Design pwm_timer_channel, sky130hd; sources not shown.
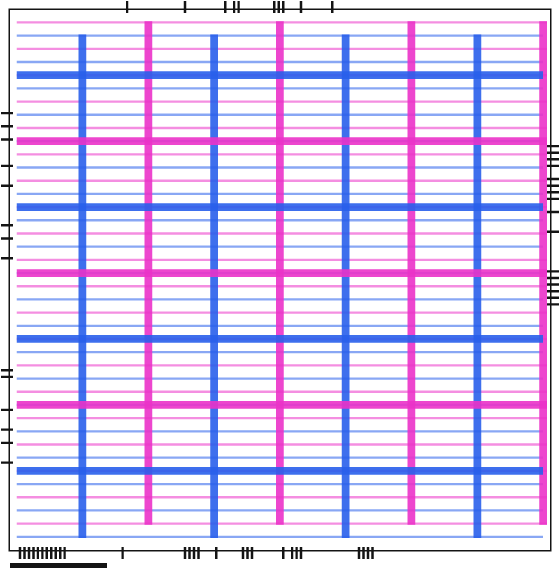
**Above:** run 1 (PDN straps and rails).
The bar under the picture is 20 µm long. Pins as bars on the die edge.
- VSS: blue
- VDD: magenta
- met1 rails: 40
- signal pins: 68
Die H: 111 µm
core region area: 11500 µm²

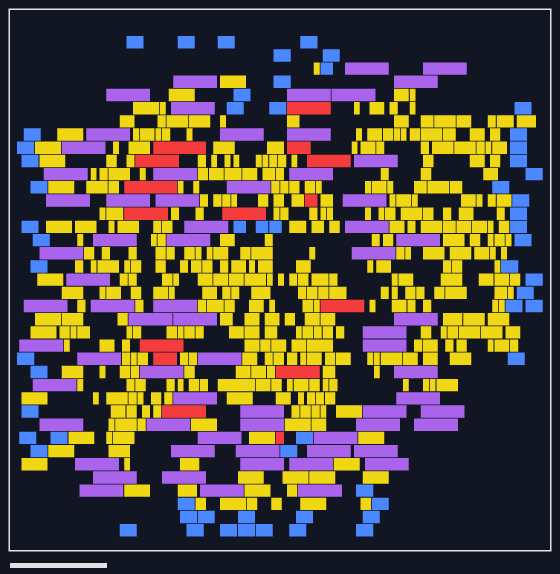
**Above:** run 1 (placement by cell class).
The bar under the picture is 20 µm long.
- all other logic: yellow (cells 407; share of their area 53%)
- other buffers and delay cells: blue (cells 60; share of their area 11%)
- flip-flops: purple (cells 68; share of their area 30%)
- clock drivers and dummy loads: red (cells 15; share of their area 5.8%)
row cnt: 39
proportion of cell area occupied by registers: 29.5%
Design Area, Final: 5760 µm²

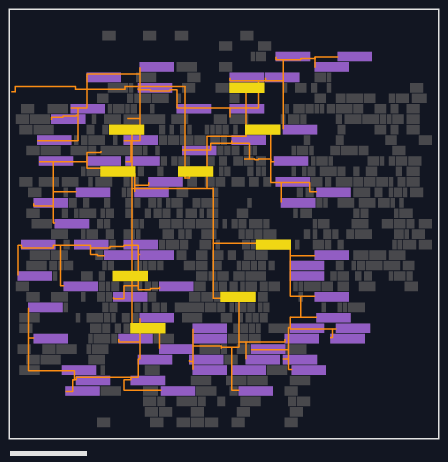
**Above:** run 1 (routed clock nets over the placement).
The bar under the picture is 20 µm long.
- cells driving clock nets: yellow (count 9)
- clock wires: orange (length 914 µm)
- flip-flops: purple (count 68)
- routed clock nets: 10
clock insertion delay at the later pin of the skew report: 0.33 ns
clock share of power: 40.1%
power consumed by the clock network: 536 µW

==> run summary, run 1 <==
Flow results follow.

Setup repair after global routing left no endpoint under its margin. The OpenROAD report gives the critical path a data arrival time of 5.81 ns. The number of warnings reported in the yosys synthesis log is 0.

The final weighted congestion recorded by global placement is 0.863. The routing usage on met2 is 31.5%. Buffers inserted to repair hold after CTS numbered 0. The pin closest to its max-slew limit shows a slew of 0.899 ns. Once layout is complete, the cells apart from fillers number 693.

The number of clock buffers inserted by TritonCTS is 9. The cell depth of the worst min-delay path is 1. The number of antenna violations at the first check in global routing is 0. Yosys mapped a number of flops with a built-in enable equal to 0.

Of the post-synthesis cell area, the part taken by muxes is 10.3%. The part of the Yosys area used for sequential elements is 35.6%. The script parses the final routing iteration and logs DRC violations as 8. The number of cells on the critical path is 13. The headroom to the max-slew limit is 39.9%. The worst register-to-register path has a depth of 11. The total placed cells including tap cells is 678. In this run, synthesis produced a sequential element count of 68.

The checks that failed: DRC. Power comes to 1.34 mW. The post-CTS setup-driven buffer insertion count is 0. Counting only logic cells after layout, the most numerous master is dfrtp_1. After the last flow step, the layout net total stands at 649.

After technology mapping, the gate count stands at 488. The largest combinational cell category by area is simple AND/OR/NAND/NOR gates. The clock tree from TritonCTS is done.

Yosys mapped the design onto 53 distinct sky130hd cell types. In this run the cell area measured after placement is 5430 µm². Detailed placement ended at an HPWL of 7.99 mm. After floorplanning, the die was sized to cover 12400 µm². The data required time of the critical path is 6.58 ns. Summing the areas of all fa, ha and maj instances in the mapped netlist gives 9.68% of the synthesized area. The static leakage is 2.44 nW. The DRC marker count from the first detailed-route iteration is 199. The final hold violation count recorded for this run is 0. The top achievable clock speed is 177 MHz. After global routing the overflow that remains totals 0. The flow ran to the end, but the final reports show violations. Across the run, the number of max-cap violations was 0. The cell sequence reported for the critical path is clkdlybuf4s50_1 > or4_4 > or3_1 > nor4_1 > xnor2_1 > ha_1 > nand4_1 > nor4_1 > o31ai_1 > nor3_2 > or2_2 > buf_4 > mux2_2. In this run the tool buffered the top-level ports with 56 buffer cells. The total power density per cell area is 232 nW/µm².

Along the critical path, the tally of buffer and inverter instances is 2.
==> run 1: layout make-up <==
type,instances,area (µm²)
tap,143,179
clock inverter,4,72.6
sequential,68,1700
clock buffer,11,253
timing repair buffer,60,591
multi-input combinational,374,2840
inverter,33,124
fill,1058,5760
==> run 1: metrics by stage <==
stage | setup WS [ns] | hold WS (ns) | util [%]
floorplan | 1.42 | 0.432 | -
global placement | 0.626 | 0.447 | 47.2
detailed placement | 0.513 | 0.446 | 47.2
CTS | 0.822 | 0.463 | 50.0
global route | 0.540 | 0.473 | 50.0
finish | 0.767 | 0.462 | 50.0
==> run 1: metal layers <==
metal | share of wire [%] | routed length [µm]
met3 | 4.0 | 421
met5 | 0 | 0
met2 | 51 | 5370
met1 | 43 | 4550
met4 | 2.0 | 214
==> run 2, diff against run 1 <==
- CTS_CLUSTER_DIAMETER: default -> 150
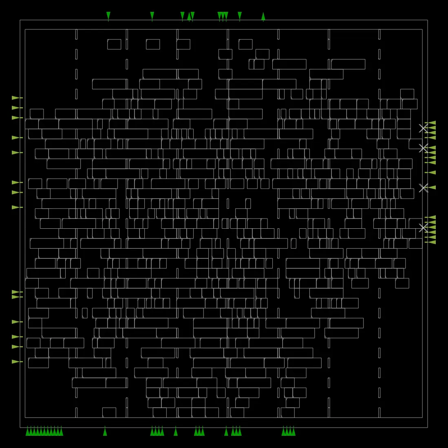
**Above:** run 2 (cell outlines without signal wires).
Well Taps: 143
seq_cells: 68

==> run summary, run 2 <==
Flow results follow.

The clock network fraction of design power is 40.1%. The worst register-to-register path has a depth of 11. The mux cell area share after synthesis is 10.3%. For this design, the CTS-stage hold fixing added 0 buffers. Global routing consumed, on the met2 layer, 31.5% of the routing resources. The routed design uses 421 µm of met3 wire. The minimum setup slack in the final design is 0.767 ns. For this run, the top clock speed supported by timing is 177 MHz. Setup repair after global routing left no endpoint under its margin.

The die covers 12400 µm². The estimated wirelength of the detail-placed design is 7.99 mm. The final layout report lists a filler cell count of 1058. The data arrival at the endpoint of the critical path is 5.81 ns. The routed length on met2 is 5.37 mm. The final reports fail on DRC. In this run, power in the clock network comes to 536 µW. The standard-cell row count is 39. The number of port buffers is 56. The headroom to the max-slew limit is 39.9%. The area of the core is 11500 µm². The number of antenna violations at the first check in global routing was 0. Yosys reported a register bit count of 68. The number of design rule violations left after detail routing is 8.

In the Yosys report, the sequential cells make up 35.6% of the chip area. The flow ran to the end, but the final reports show violations. Counting buffers and inverters, the worst setup path is 13 cells deep. In this run the static leakage power is 2.44 nW. The most common logic cell in the final layout is dfrtp_1. The clock latency at the later pin of the worst-skew pair is 0.33 ns. At the pin with the least slew margin, the transition time is 0.899 ns. The number of max-cap violations is 0.
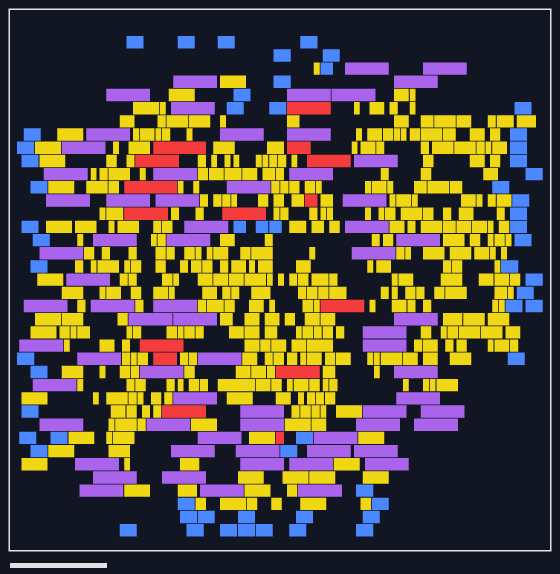
**Above:** run 2 (placement by cell class).
The bar under the picture is 20 µm long.
- all other logic: yellow (cells 407; share of their area 53%)
- flip-flops: purple (cells 68; share of their area 30%)
- clock drivers and dummy loads: red (cells 15; share of their area 5.8%)
- other buffers and delay cells: blue (cells 60; share of their area 11%)
fraction of the core area covered by cells at the end of the flow: 50.0%

-- run 2: layout make-up --
cell class	count	area (µm²)	area share [%]
timing repair buffer	60	591	10.3
sequential	68	1700	29.5
multi-input combinational	374	2840	49.3
clock buffer	11	253	4.39
clock inverter	4	72.6	1.26
inverter	33	124	2.15
tap	143	179	3.11
-- run 2: stage by stage --
| stage | cells | hold WS (ns) | instance area (µm²) | power, mW |
|---|---|---|---|---|
| 2_1_floorplan | 488 | 0.432 | 4780 | 0.728 |
| 6_report | 693 | 0.462 | 5760 | 1.34 |
| 5_1_grt | 693 | 0.473 | 5760 | 1.40 |
| 3_5_place_dp | 678 | 0.446 | 5430 | 0.808 |
| 4_1_cts | 693 | 0.463 | 5760 | 1.35 |
| 3_3_place_gp | 678 | 0.447 | 5430 | 0.799 |
Power and IR drop assume default switching activity.
